**Run 1: placement view**

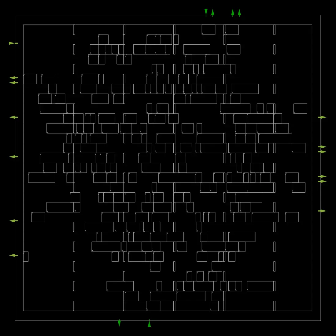
**Run 1: placement density heat map**

Bar = 20 um. 8 x 8 tiles, from white (low) to dark blue (high), 0 to 100% covered.
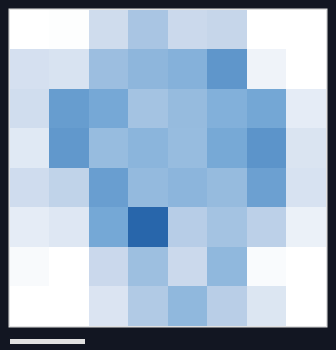
**Run 1: register map, names as in the netlist**

Bar = 20 um.
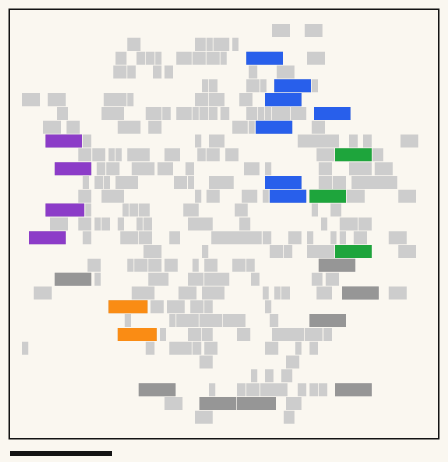
**config.mk**
```make
export PLATFORM = sky130hd
export DESIGN_NAME = hello_tx
export DESIGN_NICKNAME = d
export VERILOG_FILES = /design/src/rtl/hello_tx.sv
export SDC_FILE = /design/constraint.sdc
export NUM_CORES = 1
export LEC_CHECK = 0
export CAP_MARGIN = 20
export CORE_MARGIN = 2
export CORE_UTILIZATION = 25
export CTS_CLUSTER_SIZE = 25
export DETAILED_ROUTE_END_ITERATION = 10
export PLACE_DENSITY_LB_ADDON = 0.1
export SLEW_MARGIN = 0
export SYNTH_ARGS = -nofsm -noshare
export SYNTH_HDL_FRONTEND = slang
export SYNTH_SLANG_ARGS = --single-unit
```
**constraint.sdc**
```tcl
create_clock -name i_clk -period 2 [get_ports i_clk]
set_input_delay 0.4 -clock i_clk [delete_from_list [all_inputs] [get_ports i_clk]]
set_output_delay 0.4 -clock i_clk [all_outputs]
set_load 0.02 [all_outputs]
```
**src/rtl/hello_tx.sv**
```systemverilog
// hello_tx: fixed-message UART transmitter.
// On a start request, sends "hello world!" CR LF (14 bytes) as 8N1 frames.
// Frames follow each other with no idle gap. Bit time comes from an integer
// clock divider.
//
// Ports:
//   i_clk        rising-edge clock
//   i_rst        synchronous active-high reset
//   i_start      level-sampled request, acted on only in IDLE
//   o_tx         serial line, idle high
//   o_busy       high while a message is in flight
//   o_done       one-cycle pulse when the last stop bit completes
//   o_byte_out   byte currently being framed
//   o_byte_stb   one-cycle pulse on the first cycle of each start bit
//   o_byte_idx   index 0..13 of the current byte
//
// state | meaning
// ------+-----------------------------------------------
// IDLE  | line high, waiting for i_start
// START | start bit (low) of the current byte
// DATA  | 8 data bits, LSB first
// STOP  | stop bit (high); then next byte or back to IDLE

module hello_tx #(
  parameter int CLKS_PER_BIT = 16
) (
  input  logic       i_clk,
  input  logic       i_rst,
  input  logic       i_start,
  output logic       o_tx,
  output logic       o_busy,
  output logic       o_done,
  output logic [7:0] o_byte_out,
  output logic       o_byte_stb,
  output logic [3:0] o_byte_idx
);

  localparam int MSG_LEN = 14;
  localparam int CW      = (CLKS_PER_BIT < 2) ? 1 : $clog2(CLKS_PER_BIT);
  localparam logic [CW-1:0] CNT_LAST = CW'(CLKS_PER_BIT - 1);
  localparam logic [3:0]    IDX_LAST = 4'(MSG_LEN - 1);

  generate
    if (CLKS_PER_BIT < 2) begin : g_bad_clks_per_bit
      $error("hello_tx: CLKS_PER_BIT must be >= 2");
    end
  endgenerate

  typedef enum logic [1:0] {
    S_IDLE,
    S_START,
    S_DATA,
    S_STOP
  } state_t;

  state_t        r_state;
  logic [CW-1:0] r_clk_cnt;
  logic [2:0]    r_bit_cnt;
  logic          r_tx;
  logic          r_busy;
  logic          r_done;
  logic [7:0]    r_byte_out;
  logic          r_byte_stb;
  logic [3:0]    r_byte_idx;

  logic       w_clk_last;
  logic [2:0] w_next_bit;
  logic [3:0] w_next_idx;

  function automatic logic [7:0] msg_byte(input logic [3:0] idx);
    case (idx)
      4'd0:    return 8'h68;  // h
      4'd1:    return 8'h65;  // e
      4'd2:    return 8'h6C;  // l
      4'd3:    return 8'h6C;  // l
      4'd4:    return 8'h6F;  // o
      4'd5:    return 8'h20;  // space
      4'd6:    return 8'h77;  // w
      4'd7:    return 8'h6F;  // o
      4'd8:    return 8'h72;  // r
      4'd9:    return 8'h6C;  // l
      4'd10:   return 8'h64;  // d
      4'd11:   return 8'h21;  // !
      4'd12:   return 8'h0D;  // CR
      4'd13:   return 8'h0A;  // LF
      default: return 8'h00;
    endcase
  endfunction

  assign w_clk_last = (r_clk_cnt == CNT_LAST);
  assign w_next_bit = r_bit_cnt + 3'd1;
  assign w_next_idx = r_byte_idx + 4'd1;

  always_ff @(posedge i_clk) begin
    if (i_rst) begin
      r_state    <= S_IDLE;
      r_clk_cnt  <= '0;
      r_bit_cnt  <= '0;
      r_tx       <= 1'b1;
      r_busy     <= 1'b0;
      r_done     <= 1'b0;
      r_byte_out <= 8'h00;
      r_byte_stb <= 1'b0;
      r_byte_idx <= 4'd0;
    end else begin
      // Pulses default low; each state raises them only on its transition.
      r_done     <= 1'b0;
      r_byte_stb <= 1'b0;
      unique case (r_state)
        S_IDLE: begin
          r_tx <= 1'b1;
          if (i_start) begin
            r_state    <= S_START;
            r_clk_cnt  <= '0;
            r_bit_cnt  <= '0;
            r_tx       <= 1'b0;
            r_busy     <= 1'b1;
            r_byte_idx <= 4'd0;
            r_byte_out <= msg_byte(4'd0);
            r_byte_stb <= 1'b1;
          end
        end
        S_START: begin
          if (w_clk_last) begin
            r_clk_cnt <= '0;
            r_bit_cnt <= '0;
            r_state   <= S_DATA;
            r_tx      <= r_byte_out[0];
          end else begin
            r_clk_cnt <= r_clk_cnt + 1'b1;
          end
        end
        S_DATA: begin
          if (w_clk_last) begin
            r_clk_cnt <= '0;
            if (r_bit_cnt == 3'd7) begin
              r_bit_cnt <= '0;
              r_state   <= S_STOP;
              r_tx      <= 1'b1;
            end else begin
              r_bit_cnt <= w_next_bit;
              r_tx      <= r_byte_out[w_next_bit];
            end
          end else begin
            r_clk_cnt <= r_clk_cnt + 1'b1;
          end
        end
        S_STOP: begin
          if (w_clk_last) begin
            r_clk_cnt <= '0;
            if (r_byte_idx == IDX_LAST) begin
              r_state    <= S_IDLE;
              r_busy     <= 1'b0;
              r_done     <= 1'b1;
              r_byte_idx <= 4'd0;
              r_tx       <= 1'b1;
            end else begin
              // Next start bit follows the stop bit directly.
              r_state    <= S_START;
              r_byte_idx <= w_next_idx;
              r_byte_out <= msg_byte(w_next_idx);
              r_byte_stb <= 1'b1;
              r_tx       <= 1'b0;
            end
          end else begin
            r_clk_cnt <= r_clk_cnt + 1'b1;
          end
        end
        default: r_state <= S_IDLE;
      endcase
    end
  end

  assign o_tx       = r_tx;
  assign o_busy     = r_busy;
  assign o_done     = r_done;
  assign o_byte_out = r_byte_out;
  assign o_byte_stb = r_byte_stb;
  assign o_byte_idx = r_byte_idx;

endmodule
```
==> run summary, run 1 <==
The following summarizes the physical implementation.

Final layout
The fraction of layout cells with a size suffix above 1 is approximately a fifth. The register with the most flip-flops in the layout has 7 of them. In the final design database the tool counted around 250 nets. The repair_antennas step left the layout with diodes totalling 0.

The leading cell type in the layout, fill and taps excluded is sky130_fd_sc_hd__buf_4. From synthesis to final layout, the design area changed by 30.5%. The layout has around 700 filler cells. The share of the core filled with cells in the final layout is between 30% and 40%.

In the layout the commonest cells are sky130_fd_sc_hd__buf_4 (26), sky130_fd_sc_hd__nor2_1 (25), sky130_fd_sc_hd__dfxtp_1 (20), sky130_fd_sc_hd__clkdlybuf4s50_1 (17), sky130_fd_sc_hd__a21oi_1 (15). Summing all non-filler instances in the final layout gives an area of roughly 2100 sq um.

CTS
Buffers inserted to repair hold after CTS numbered 0. Counting the buffers created by CTS gives 3. For the worst-skew pair, the clock arrives at the later sink with an insertion delay of ~0.27 ns. For reference, the clock transition at the flip-flops on the worst setup and hold paths is 0.09 ns.

The clock passes through at most 2 buffers. In this run, post-CTS repair resized a total of 0 instances. The number of clock sinks is 24. After clock tree synthesis, the setup repair step added 0 buffers. CTS built an H-tree with a depth of 1. Per the CTS log, the root buffer master is sky130_fd_sc_hd__clkbuf_8. The CTS tree is built.

Timing
The share of the clock period used by the worst path after layout is 91.7%. The clock tree skew after final layout is 0.00666 ns. The final hold violation count is 0. The highest clock frequency the design can meet is between 500 and 600 MHz. Setup repair after global routing left no endpoint under its margin. The final timing report derives a shortest allowable period of ~1.8 ns.

The count of endpoints failing setup in the final report is 0. The final hold slack is approximately 0.48 ns. The final timing report lists a max-slew violation count of 0.

The final-layout setup total negative slack is 0 ns. The post-route worst setup slack is about 0.17 ns.

Routing
The via count of the routed design is between 1000 and 1500. The iteration-0 DRC count of the detailed router is ~47. The detailed router put a total of 2260 um of wire on met1. The pre-antenna-repair detailed-routing pass consisted of 4 iterations. The final layout contains routed wiring with a total length of about 4100 um. Per the detail_route log, met2 wirelength is ~1700 um. The detail route stage leaves a number of antenna-violating nets equal to 0.

The detail-routed via count per cell is 4.75. The top layer used by detailed routing is met4. Per the detail_route log, met3 wirelength is 100 um. The number of remaining DRC errors is 0. TritonRoute output was used to compute an average wire per cell of between 10 and 15 um.

Pwr
The proportion of total power due to net switching is between 30% and 40%. Across the VDD grid, the largest voltage drop is 0.389 mV. The clock share of power is 14.6%. The internal portion of the total power is about 1200 uW.

The combinational cell fraction of total power is 54.0%. In this run the power density over the cells is 956 nW/um^2. The static leakage power is 0.000802 uW. Sequential cells account for 31.4% of the total power. The switching power summed over all nets is between 700 and 800 uW. The post-route total power is approximately 2000 uW.

Place
Per the detailed placement report, the placed cell area equals between 2000 and 2500 sq um. Detailed placement ended at an HPWL of roughly 3100 um. Per the placement log, port buffering inserted 17 buffers. The setup slack after placement is -0.0708 ns. The total instance count after detailed placement is between 300 and 400. The placement summary gives the final routability congestion estimate as 0.755.

GRT
The remaining global-route overflow is 0. For met3 alone, demand over resource in global routing was between 1.5 and 2%. The first global-routing pass estimated 7020 um of wire. Routing resource usage on met1 recorded by global route was around 17%. The initial antenna violation count came to 0. The maximum number of pins on one net before global-route repair is 24. The number of global-route vias before repair is 1438. The global routing report lists met2 layer usage as a little under a fifth.

The layer flagged by global routing as most heavily used is met2. For this run, the total global-route usage over all layers was measured as 12.0%.

Job
The run reported a max-capacitance violation count of 0. The number of warning messages in the logs is 37.

Yosys
The tally of unique sky130hd cells used after synthesis is approximately 48. The number of enable-type register cells in the synthesized netlist is 0. By count the netlist is led by sky130_fd_sc_hd__nor2_1 (25), sky130_fd_sc_hd__dfxtp_1 (24), sky130_fd_sc_hd__ha_1 (16), sky130_fd_sc_hd__a21oi_1 (15), sky130_fd_sc_hd__nand2_1 (13). The adder-cell share of the synthesized area is about an eighth. The warning tally printed by Yosys for this design is 0. The synthesized netlist was found by Yosys to have between 150 and 200 cells.

The main flop type after synthesis is sky130_fd_sc_hd__dfxtp_1. By instance count, the leading cell after synthesis is sky130_fd_sc_hd__nor2_1. A synthesized cell averages around 8.3 sq um. The number of nets at floorplan is about 210.

Per the synth stats, the proportion of register bits with asynchronous set or reset is 0%. Among the non-sequential cells, simple AND/OR/NAND/NOR gates take the most area. The instance tally after logic synthesis is just under 200. The simple-gate portion of the synthesized area is roughly a quarter. The proportion of synthesized area in mux cells is between 3 and 4%. Synthesis inferred 24 register bits.

The AND-OR/OR-AND share of the synthesized area is 22.0%. The share of the Yosys chip area taken by registers is between 20% and 30%. The xor and xnor area share after synthesis is between 3 and 4%. Per the synthesis report, the dominant area consumer among library cells is sky130_fd_sc_hd__dfxtp_1. The area fraction of the largest cell type after synthesis is 29.8%. The main area contributors are sky130_fd_sc_hd__dfxtp_1 (30%), sky130_fd_sc_hd__ha_1 (12%), sky130_fd_sc_hd__nor2_1 (5.8%). The synthesized netlist has a Yosys-reported chip area of about 1600 sq um. The combined area of all synthesized cells is between 1500 and 2000 sq um.

Setup path
The capture point of the worst reg-to-reg path is o_byte_out[2]$_SDFFE_PP0P_. The highest net fanout along the worst path is 5. The end point of the critical path is o_byte_out[2]$_SDFFE_PP0P_. The longest incremental delay of any stage on the critical path is reported as between 0.3 and 0.4 ns. The internal reg-to-reg setup slack is roughly 0.17 ns. The count of cell instances traversed by the critical path is 7. The timing report notes that buffer and inverter cells on the critical path total 1. The launch point of the worst path is o_byte_idx[1]$_SDFFE_PP0P_.

For the worst setup path, the data required time is approximately 2.2 ns. The gate family responsible for the most delay along the worst path is simple AND/OR/NAND/NOR gates. Traced cell by cell, the critical path runs through inv_1 -> ha_1 -> and4_2 -> a2111oi_4 -> nand2_2 -> or2_1 -> o31ai_1.

STA lists the startpoint of the worst register-to-register path as o_byte_idx[1]$_SDFFE_PP0P_. The worst setup path is captured at a register. The highest-delay cell along the critical path is sky130_fd_sc_hd__dfxtp_2. STA puts the critical path data arrival time at 2.02 ns. The critical setup path kind is reg -> reg. The critical path startpoint category is a register.

Logic depth along the worst register-to-register path is recorded as 7.

Die
In this run the count of I/O pins placed on the die edge is 19. The area of the chip is between 7000 and 8000 sq um. From left edge to right edge, the die measures ~84 um.

The vertical extent of the die is 84.3 um. Once the floorplan was initialized, standard cells occupied 25.7% of the core.

Min path
The launch point of the worst min-delay path is recorded as o_tx$_SDFFE_PP1P_. Looking at the hold checks, the worst path lands on o_tx$_SDFFE_PP1P_. The number of cells traversed by the worst hold path is 1.

According to the hold report, the worst path is of the reg -> reg type.

Status
The run finished with clean final reports.
About 'placement view':
number of standard cells in the layout, taps in and fillers out: 307
fraction of standard cell area that is sequential: 23.1%
Core Area: 6280 sq um
number of standard-cell rows in the floorplan: 29

About 'placement density heat map':
nearly empty tiles = 16%
densest ninth of the die = center
emptiest ninth of the die = south-west
mean over tiles = 28%
tiles over 75% full = 1.6%
fullest tile = 78%

About 'register map, names as in the netlist':
blue -> o_byte_out  # sequential cells 7
purple -> o_byte_idx  # sequential cells 4, where west
orange -> r_state  # sequential cells 2
green -> r_bit_cnt  # sequential cells 3

-- run 1: layout make-up --
type | count | area (sq um) | area share, %
Multi-Input combinational cell | 153 | 1080 | 51.4
Inverter | 6 | 22.5 | 1.07
Timing Repair Buffer | 44 | 377 | 17.9
Tap cell | 77 | 96.3 | 4.58
Sequential cell | 24 | 485 | 23.1
Clock buffer | 3 | 41.3 | 1.96
-- run 1: worst reg2reg max path, delay by kind of cell (launching register included) --
family | cells | cell delay (ns)
buf+inv | 1 | 0.07
fa+ha+maj | 1 | 0.22
flops | 1 | 0.33
simple gates | 3 | 0.64
compound gates | 2 | 0.50
-- run 1: power groups by stage --
stage               Sequential, uW  Clock [uW]  Combinational (uW)
global route                   645         329                1190
floorplan                      699           0                 559
finish                         631         294                1090
detailed placement             636           0                1070
CTS                            626         310                1080
global placement               639           0                1070
## Run 2: what changed since run 1
Settings changed: CORE_ASPECT_RATIO set to 1.25.
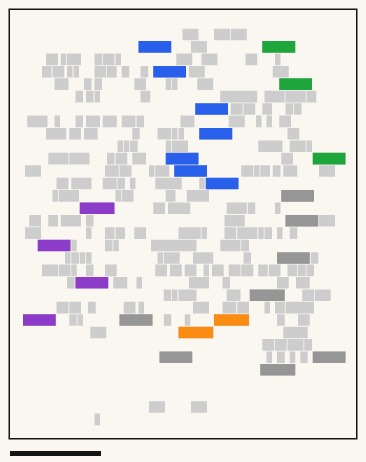
**Above:** run 2 (register map, names as in the netlist).
Bar = 20 um.
orange -> r_state  # sequential cells 2
green -> r_bit_cnt  # sequential cells 3
purple -> o_byte_idx  # sequential cells 4, where west
blue -> o_byte_out  # sequential cells 7
Reg area: 487 sq um
fraction of standard cell area that is sequential: 23.5%
power in sequential cells: 642 uW
Final Util: 33.3%

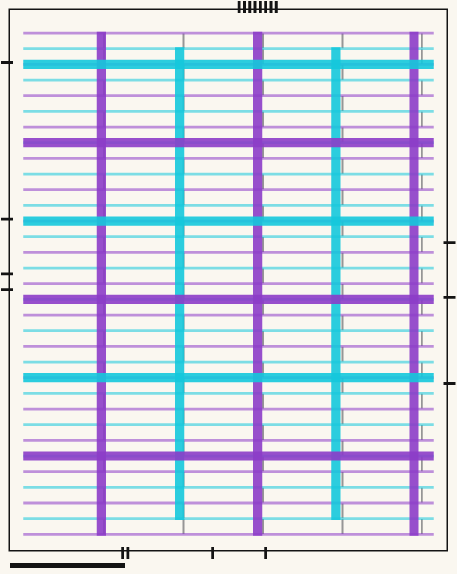
**Above:** run 2 (floorplan with the power grid).
Bar = 20 um. Pins as bars on the die edge. Tap cells in gray.
cyan -> VDD
purple -> VSS
met1 rails = 33
signal pins = 19

==> run 2 against run 1 <==
Net effect: utilization fell by 0.16 points; register-to-register slack got worse by 0.05 ns; total power decreased by 0.57%; worst setup slack lost 0.050 ns; largest cell class unchanged; sequential cell count did not move; largest power group unchanged; via count up 0.14%; highest routed layer unchanged; sequential power is 2% higher.
==> run summary, run 2 <==
The following summarizes the physical implementation.

Status
The flow ran to the end, and the final reports show no timing, DRC or antenna violations.

Pwr
Of the total power, the share spent switching nets is 38.7%. The power density over the cells is a little under 1000 nW/um^2. The power report attributes to the sequential group a share of between 30% and 40%. The post-route total power is 2000 uW. The flow reports that the clock network draws around 15% of the design power. Per the OpenROAD power report, switching power amounts to between 700 and 800 uW. The combinational cell fraction of total power is a little over half. Cell internal power was estimated by the tool at around 1200 uW. The static leakage power is ~0.0008 uW. Per the power-grid run, VDD falls by no more than 0.322 mV. Combinational power for this build is 1060 uW. The largest part of the power goes to combinational cells.

Setup path
Counting both buffers and inverters, the worst setup path holds a total of 2. For reference, the critical path is captured by r_clk_cnt[2]$_SDFFE_PP0P_. Looking at the reg2reg group, the worst path starts from r_state[1]$_SDFFE_PP0P_. Data on the critical path is required at its endpoint by ~2.2 ns.

The critical setup path kind is reg -> reg. The data arrival time of the critical path is 2.09 ns. The cell count of the worst reg-to-reg path is 6.

The capture point of the worst reg-to-reg path is r_clk_cnt[2]$_SDFFE_PP0P_. The count of cell instances traversed by the critical path is 6. The report shows a maximum critical-path fanout of 8. The launch point of the worst path is r_state[1]$_SDFFE_PP0P_. The stage delay of the slowest cell on the critical path is ~0.6 ns. Listed in order, past its start point the critical path passes inv_1 -> ha_1 -> nor2b_1 -> buf_4 -> or4b_2 -> a21oi_1. The timing report shows that the slowest cell on the worst path is sky130_fd_sc_hd__or4b_2. The sort of element at the end of the critical path is a register.

In this run the register-to-register setup slack is approximately 0.12 ns. The critical path startpoint category is a register.

Yosys
The chip area line of the yosys report is 1610 sq um. The share of the synthesized area in the top cell type is 29.8%. The instance tally after logic synthesis is 195. Yosys stat counts 195 cells in the synthesized netlist. Ranked by instance count, the synthesized netlist is headed by sky130_fd_sc_hd__nor2_1 (25), sky130_fd_sc_hd__dfxtp_1 (24), sky130_fd_sc_hd__ha_1 (16), sky130_fd_sc_hd__a21oi_1 (15), sky130_fd_sc_hd__nand2_1 (13). A synthesized cell averages a little over 8 sq um. The synthesis stat section lists a flop and latch total of 24. The share of synthesized registers carrying an async set or reset is 0%. The dominant cell type by area after synthesis is sky130_fd_sc_hd__dfxtp_1. The synthesized design contains 0 enable-type register cells. The synthesis report lists the Yosys warning total as 0. The share of the Yosys chip area taken by registers is 29.8%. After synthesis, the cell types taking the most area are sky130_fd_sc_hd__dfxtp_1 (30%), sky130_fd_sc_hd__ha_1 (12%), sky130_fd_sc_hd__nor2_1 (5.8%). The tally of unique sky130hd cells used after synthesis is around 48. The net count after synthesis is between 200 and 250. The leading cell type by number of instances after synthesis is sky130_fd_sc_hd__nor2_1.

Timing
The final-layout setup total negative slack is 0 ns. Hold is met by between 0.4 and 0.5 ns. The final critical path takes up 94.2% of the cycle. From the final report, the count of setup violators was given as 0. The highest clock frequency the design can meet is between 500 and 600 MHz. The final timing report lists clock skew as approximately 0.0083 ns. For the finished layout, the period the worst path requires is between 1.5 and 2 ns. The final hold violation count is 0.

GRT
Summed over all layers, the global routing overflow is 0. The number of global-route vias before repair is roughly 1500. Across every metal layer, demand over resource in global routing totals about an eighth. The maximum number of pins on one net before global-route repair is 24. The initial antenna violation count is 0. The first-pass GRT wire length is between 7000 and 8000 um.

Place
The setup slack after placement is -0.0957 ns. The placed cell area is 2000 sq um. The sum of net half-perimeters after detailed placement is between 3000 and 4000 um.

The total instance count after detailed placement is about 300. The number of buffers inserted by port buffering is 17. The routability congestion estimate from global placement is around 0.74.

Die
The floorplan report gives the top-level pin count as 19. The core region is about 6200 sq um. Measured along the y axis, the die boundary spans around 94 um.

According to the floorplan report, the die width is roughly 76 um. According to the tapcell log, the count of inserted taps is around 85. The initial utilization of the core area, before any placement, comes to between 20% and 30%. According to the floorplan report, the total die area is 7110 sq um.

Final layout
The area taken by multi-input combinational cells is reported as about 1100 sq um. The multi-input combinational area share is about half. The leading cell type in the layout, fill and taps excluded is sky130_fd_sc_hd__nor2_1. The final layout report lists a non-clock buffer count of 39. The flip-flop count of the largest register after layout is 7. Sequential cells placed in the final layout were counted as 24. By instance count after routing, the leading logic cell types are sky130_fd_sc_hd__nor2_1 (25), sky130_fd_sc_hd__buf_4 (21), sky130_fd_sc_hd__dfxtp_1 (19), sky130_fd_sc_hd__clkdlybuf4s50_1 (17).

The area of all placed cells without fillers is a little over 2000 sq um. The non-clock inverter count in the final layout is 6. The largest cell class by area is combinational gates. The number of nets in the layout is 246.

The clock-cell share of area is between 1.5 and 2%. The count of clock buffers in the final design is 3. Cells with a size suffix above 1 make up 17.8% of the layout. The number of filler instances in the final layout is 676. The count of placed standard cells in the final layout, fillers left out is 310. The relative area change from synthesis to final layout is 28.4%.

between 150 and 200 cells are multi-input combinational gates.

Job
Across the run, the number of max-cap violations was 0. The number of warning messages in the logs is 37.

Routing
The routed design shows a via density per instance of around 4.7. The first-pass iteration count of the detailed router is 4. The script logs the mean routed wire length per placed instance as 13.3 um.

Across all layers, the routed design uses 1459 vias. The number of remaining DRC errors is 0. After the first detailed-routing iteration, the DRC count stood at 48.

The total routed wirelength is 4140 um. Once detail routing completed, the nets flagged for antenna violations numbered 0.

CTS
Looking at the worst setup and hold paths, the clock pins of their registers show a slew of roughly 0.090 ns. The number of buffers on the longest clock path is 2. The clock latency on the worst-skew pair is between 0.2 and 0.3 ns. Once the clock tree was built, the setup fixing pass inserted 0 buffers. Per the TritonCTS log, the buffer count is 3.

The clock net in this run drives a total of 24 sinks. The CTS tree is built. The clock tree root driver cell is sky130_fd_sc_hd__clkbuf_8. The number of gates resized after CTS is 1. The number of buffers inserted by hold repair at cts is 0. The total number of H-tree levels is 1.

Min path
The number of cells traversed by the worst hold path is 1. The critical hold path startpoint is o_tx$_SDFFE_PP1P_. The worst-case hold path end point is o_tx$_SDFFE_PP1P_.

The path class of the lowest-slack min-delay path is reg -> reg.
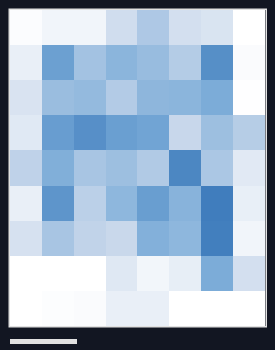
**Above:** run 2 (placement density heat map).
Bar = 20 um. 8 x 9 tiles, from white (low) to dark blue (high), 0 to 100% covered.
emptiest ninth of the die = south-west
nearly empty tiles = 15%
fullest tile = 69%
mean over tiles = 28%

==> run 2: logic make-up (layout without fill, tap and decap cells) <==
logic type      count (synthesis)  count (layout)  share of synthesized area [%]
simple gates                   74              74                           23.8
flops                          24              24                           29.8
buf+inv                        18              48                           4.58
other cells                     1               1                          0.233
xor+xnor                        6               6                           3.26
fa+ha+maj                      16              16                           12.4
compound gates                 51              51                           22.1
mux                             5               5                           3.88
==> run 2: layer usage <==
| layer | routed length (um) | up-vias | track usage, % |
|---|---|---|---|
| li1 | - | 766 | - |
| met1 | 2020 | 673 | 17.6 |
| met2 | 2000 | 18 | 21.3 |
| met3 | 79 | 2 | 1.61 |
| met4 | 30 | 0 | 2.63 |
| met5 | 0 | - | 0 |
Power is estimated from default activity; no workload was simulated.
